`src/rtl/bka_multiword_sequencer_if.sv`:
```
// Operand/result handshake bundle for bka_multiword_sequencer; the ovf wire
// exists only when BKA_SEQ_OVF_EN is defined.
interface bka_multiword_sequencer_if #(
  parameter int WORDS = 4
);
  localparam int N = 25 * WORDS;

  logic         in_valid;
  logic         in_ready;
  logic [N-1:0] x;
  logic [N-1:0] y;
  logic         cin;
  logic         out_valid;
  logic         out_ready;
  logic [N:0]   s;
`ifdef BKA_SEQ_OVF_EN
  logic         ovf;

  modport master (
    output in_valid, x, y, cin, out_ready,
    input  in_ready, out_valid, s, ovf
  );
  modport slave (
    input  in_valid, x, y, cin, out_ready,
    output in_ready, out_valid, s, ovf
  );
`else
  modport master (
    output in_valid, x, y, cin, out_ready,
    input  in_ready, out_valid, s
  );
  modport slave (
    input  in_valid, x, y, cin, out_ready,
    output in_ready, out_valid, s
  );
`endif
endinterface

```
`src/rtl/bka_multiword_sequencer.sv`:
```
// Wide adder: one 25-bit Brent-Kung core reused LSB->MSB, result WORDS cycles after accept,
// held in DONE until out_ready (in_ready low while busy). BKA_SEQ_OVF_EN adds the ovf output.
module ubpri_bka_24_0 (
  input  logic [24:0] x,
  input  logic [24:0] y,
  input  logic        cin,
  output logic [25:0] s
);
  logic [24:0] p;
  logic [24:0] gg;
  logic [24:0] pp;

  always_comb begin
    p  = x ^ y;
    pp = p;
    gg = x & y;
    // Folding cin into bit 0 makes every gg[i] the carry out of bit i.
    gg[0] = gg[0] | (p[0] & cin);
    for (int lv = 0; lv < 4; lv++) begin
      for (int i = (2 << lv) - 1; i < 25; i += (2 << lv)) begin
        gg[i] = gg[i] | (pp[i] & gg[i - (1 << lv)]);
        pp[i] = pp[i] & pp[i - (1 << lv)];
      end
    end
    for (int lv = 3; lv >= 0; lv--) begin
      for (int i = 3 * (1 << lv) - 1; i < 25; i += (2 << lv)) begin
        gg[i] = gg[i] | (pp[i] & gg[i - (1 << lv)]);
        pp[i] = pp[i] & pp[i - (1 << lv)];
      end
    end
    s    = '0;
    s[0] = p[0] ^ cin;
    for (int i = 1; i < 25; i++) begin
      s[i] = p[i] ^ gg[i-1];
    end
    s[25] = gg[24];
  end
endmodule

module bka_multiword_sequencer #(
  parameter int WORDS = 4
) (
  input  logic clk,
  input  logic rst,
  bka_multiword_sequencer_if.slave bus
);
  localparam int N  = 25 * WORDS;
  localparam int KW = (WORDS > 1) ? $clog2(WORDS) : 1;

  typedef enum logic [1:0] {IDLE, BUSY, DONE} state_t;

  state_t        state_q, state_d;
  logic [KW-1:0] k_q, k_d;
  logic          carry_q, carry_d;
  logic [N-1:0]  xr_q, xr_d;
  logic [N-1:0]  yr_q, yr_d;
  logic [N:0]    sum_q, sum_d;
  logic          in_rdy, out_vld, accept, last_slice;
  logic [24:0]   x_sl, y_sl;
  logic [25:0]   core_s;
`ifdef BKA_SEQ_OVF_EN
  logic          ovf_q, ovf_d;
`endif

  always_ff @(posedge clk) begin
    if (rst) state_q <= IDLE;
    else     state_q <= state_d;
  end

  always_comb begin
    state_d = state_q;
    case (state_q)
      IDLE:    if (accept) state_d = BUSY;
      BUSY:    if (last_slice) state_d = DONE;
      DONE:    if (bus.out_ready) state_d = accept ? BUSY : IDLE;
      default: state_d = IDLE;
    endcase
  end

  // Handshakes are masked during reset so nothing leaks out of the reset cycle.
  always_comb begin
    in_rdy  = !rst && ((state_q == IDLE) || ((state_q == DONE) && bus.out_ready));
    out_vld = !rst && (state_q == DONE);
    accept  = bus.in_valid && in_rdy;
  end

  assign bus.in_ready  = in_rdy;
  assign bus.out_valid = out_vld;
  assign bus.s         = sum_q;
`ifdef BKA_SEQ_OVF_EN
  assign bus.ovf       = ovf_q;
`endif

  assign last_slice = (k_q == KW'(WORDS - 1));

  always_comb begin
    x_sl = '0;
    y_sl = '0;
    for (int w = 0; w < WORDS; w++) begin
      if (k_q == KW'(w)) begin
        x_sl = xr_q[25*w +: 25];
        y_sl = yr_q[25*w +: 25];
      end
    end
  end

  ubpri_bka_24_0 u_core (
    .x   (x_sl),
    .y   (y_sl),
    .cin (carry_q),
    .s   (core_s)
  );

  always_comb begin
    k_d     = k_q;
    carry_d = carry_q;
    xr_d    = xr_q;
    yr_d    = yr_q;
    sum_d   = sum_q;
`ifdef BKA_SEQ_OVF_EN
    ovf_d   = ovf_q;
`endif
    if (accept) begin
      xr_d    = bus.x;
      yr_d    = bus.y;
      carry_d = bus.cin;
      k_d     = '0;
    end else if (state_q == BUSY) begin
      for (int w = 0; w < WORDS; w++) begin
        if (k_q == KW'(w)) sum_d[25*w +: 25] = core_s[24:0];
      end
      carry_d = core_s[25];
      k_d     = k_q + KW'(1);
      if (last_slice) begin
        sum_d[N] = core_s[25];
`ifdef BKA_SEQ_OVF_EN
        // core_s[24] is the new sum[N-1]; this yields carry-in xor carry-out of the MSB.
        ovf_d = xr_q[N-1] ^ yr_q[N-1] ^ core_s[24] ^ core_s[25];
`endif
      end
    end
  end

  always_ff @(posedge clk) begin
    if (rst) begin
      k_q     <= '0;
      carry_q <= 1'b0;
      xr_q    <= '0;
      yr_q    <= '0;
      sum_q   <= '0;
`ifdef BKA_SEQ_OVF_EN
      ovf_q   <= 1'b0;
`endif
    end else begin
      k_q     <= k_d;
      carry_q <= carry_d;
      xr_q    <= xr_d;
      yr_q    <= yr_d;
      sum_q   <= sum_d;
`ifdef BKA_SEQ_OVF_EN
      ovf_q   <= ovf_d;
`endif
    end
  end
endmodule

```
`src/flat_wrapper.sv`:
```
// flat-port wrapper written by rule: the top's interface ports become plain ports
module bka_multiword_sequencer_flat 
#(
  parameter int WORDS = 4
)
  (clk, rst, bus_in_valid, bus_x, bus_y, bus_cin, bus_out_ready, bus_in_ready, bus_out_valid, bus_s);
  bka_multiword_sequencer_if #(.WORDS(WORDS)) bus_i ();
  input  logic clk;
  input  logic rst;
  input wire logic [$bits(bus_i.in_valid)-1:0] bus_in_valid;
  input wire logic [$bits(bus_i.x)-1:0] bus_x;
  input wire logic [$bits(bus_i.y)-1:0] bus_y;
  input wire logic [$bits(bus_i.cin)-1:0] bus_cin;
  input wire logic [$bits(bus_i.out_ready)-1:0] bus_out_ready;
  output wire logic [$bits(bus_i.in_ready)-1:0] bus_in_ready;
  output wire logic [$bits(bus_i.out_valid)-1:0] bus_out_valid;
  output wire logic [$bits(bus_i.s)-1:0] bus_s;
  assign bus_i.in_valid = bus_in_valid;
  assign bus_i.x = bus_x;
  assign bus_i.y = bus_y;
  assign bus_i.cin = bus_cin;
  assign bus_i.out_ready = bus_out_ready;
  assign bus_in_ready = bus_i.in_ready;
  assign bus_out_valid = bus_i.out_valid;
  assign bus_s = bus_i.s;
  bka_multiword_sequencer #(.WORDS(WORDS)) u_core (.clk(clk), .rst(rst), .bus(bus_i));
endmodule
```
`config.mk`:
```
export PLATFORM = sky130hd
export DESIGN_NAME = bka_multiword_sequencer_flat
export DESIGN_NICKNAME = d
export VERILOG_FILES = /design/src/rtl/bka_multiword_sequencer_if.sv /design/src/rtl/bka_multiword_sequencer.sv /design/src/flat_wrapper.sv
export SDC_FILE = /design/constraint.sdc
export NUM_CORES = 1
export LEC_CHECK = 0
export ABC_AREA = 1
export CORE_MARGIN = 1
export CORE_UTILIZATION = 30
export CTS_CLUSTER_SIZE = 20
export DETAILED_ROUTE_END_ITERATION = 8
export PLACE_DENSITY = 0.62
export SKIP_CTS_REPAIR_TIMING = 1
export SYNTH_ARGS = -nofsm -noshare
export SYNTH_HDL_FRONTEND = slang
export SYNTH_SLANG_ARGS = --single-unit
export TNS_END_PERCENT = 50
```
`constraint.sdc`:
```
create_clock -name clk -period 8.3 [get_ports clk]
set_input_delay 1.66 -clock clk [delete_from_list [all_inputs] [get_ports clk]]
set_output_delay 1.66 -clock clk [all_outputs]
set_load 0.01 [all_outputs]
```
==> Table 3: Implementation characteristics <==
Physical design parameters

Parameter                              Value

Outcome
  Status    finished clean

STA
  Sum of negative setup slack    0 ns
  Fin worst setup slack    3.48 ns
  Slew at the pin closest to its max-slew limit    1.11 ns
  Tmin final    4.82 ns
  Worst hold margin    0.446 ns
  Maximum clock rate    0.208 GHz
  Final Hold Violating Endpoints    0
  Unrepaired setup endpoints after global routing    false

Global routing
  Initial antenna violation count    1
  Busiest metal layer after global routing    met2
  Grt met3 use    0.0312
  Pin count of the biggest net entering global routing    238
  Gr usage total    0.199

Synth
  Post-synthesis cell type with the largest instance count    a21oi_1
  Number of distinct standard cells referenced by the synthesized netlist    33
  Floorplan Nets    1,921
  Cell area after synthesis    13,100 um2
  Top cell type by total area after synthesis    dfxtp_1
  Post-synth top cells    a21oi_1, dfxtp_1, o21ai_0, inv_1, nand2_1
  Yosys stat chip area    roughly 13,000 um2
  Area fraction in and, or, nand and nor cells    0.0780
  MUX share of area    0
  Tally of yosys warning messages    0
  Top_reg_cell synth    dfxtp_1
  Cell types with the largest area share after synthesis    dfxtp_1, a21oi_1, o21ai_0

Cells and area
  Number of diodes added for antenna fixing    0
  Number of non-clock inverters    222
  Multi-input logic portion of the cell area    0.313
  Post-layout nets    2,151
  Logic cell area    5450 um2
  Final standard cell count with taps included and fillers excluded    around 2,500
  Top cell excl fill/tap    a21oi_1
  Number of flip-flops under the largest register name    101
  Flop share of the area    0.351
  Most numerous logic cells after layout    a21oi_1, clkdlybuf4s50_1, dfxtp_1, o21ai_0, inv_1
  Layout overhead on the synthesized area    32.8%

Critical path
  Slowest library cell on the worst path    inv_2
  Critical Path Fanout Max    46
  Setup slack, reg-to-reg    3.48 ns
  Origin of the critical flop-to-flop path    u_core.k_q[0]$_SDFFE_PP0P_
  CP endpoint kind    register
  Launching element type of the critical path    register
  Instance count on the critical path    23
  Worst Path Required    between 8 and 9 ns
  Top delay family on crit path    adder cells
  Peak per-stage delay on the critical path    0.71 ns

Route
  Drt via density    4.86
  Routed length per instance    between 15 and 20 um
  Via total after detailed routing    around 12,000
  Iteration-0 DRC Markers    912
  Routed wire length on met2    20,700 um

Clocking
  Clock tree from TritonCTS    done
  Maximum level of the CTS H-tree    2

Floorplan
  Vert. Die Dim    211 um
  I/O pin count    slightly above 300
  Die outline area    44,600 um2
  Width of the die    211 um

Power and ir drop
  Dominant power group    registers
  Proportion of power drawn by combinational gates    0.155
  Portion of total power attributed to sequential cells    0.433
  Combinational-cell power consumption    approximately 570 uW
  Clk network pwr share    0.412
  Worst-case vdd ir drop    0.127 mV

Flow run
  Tool warning count    35

Min path
  Worst min-delay path startpoint    u_core.yr_q[82]$_SDFFE_PP0P_

Placed design
  Total instance count after detailed placement    2,454
  Cell area reported after detailed placement    16,300 um2
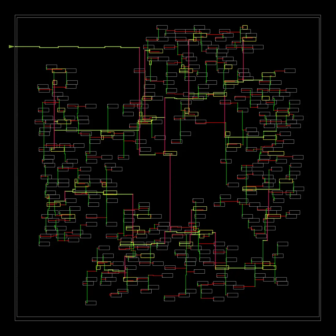
**Above:** clock wiring as the flow saved it.
number of buffers created by CTS: 35
clock latency at the later pin of the worst-skew pair: 0.53 ns
post-route clock skew: 0.0205 ns
clock sink total: 306
seq_cells: 306

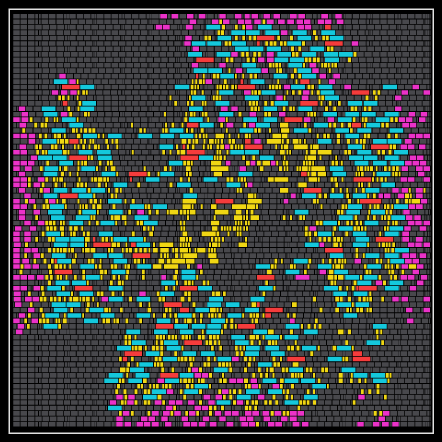
**Above:** cell classes on the final placement.
Drawn at 2 px/um. Fill, decap, tap and diode cells in gray.
legend:
  yellow:
    class: remaining logic cells
    cells: 1,243
    share_of_their_area: 38%
  cyan:
    class: sequential cells
    cells: 306
    share_of_their_area: 37%
  magenta:
    class: remaining buffers and delay cells
    cells: 320
    share_of_their_area: 19%
  red:
    class: clock drivers and dummy loads
    cells: 59
    share_of_their_area: 6.7%
Design Area, Final: 17,400 um2
count of standard-cell rows: 76
placeable core area: 43,200 um2

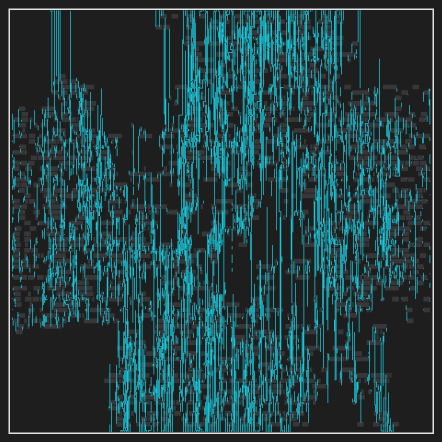
**Above:** M2 wires.
Drawn at 2 px/um.
nets with wire on the layer: 1,759
main direction: vertical
longest straight run: 80.4 um
wire length on this layer: 20.7 mm
total wire length after detailed routing: 44,700 um
global-route track usage on met2: 0.324

Power figures rest on the tool's default switching activity, not on a simulated workload.
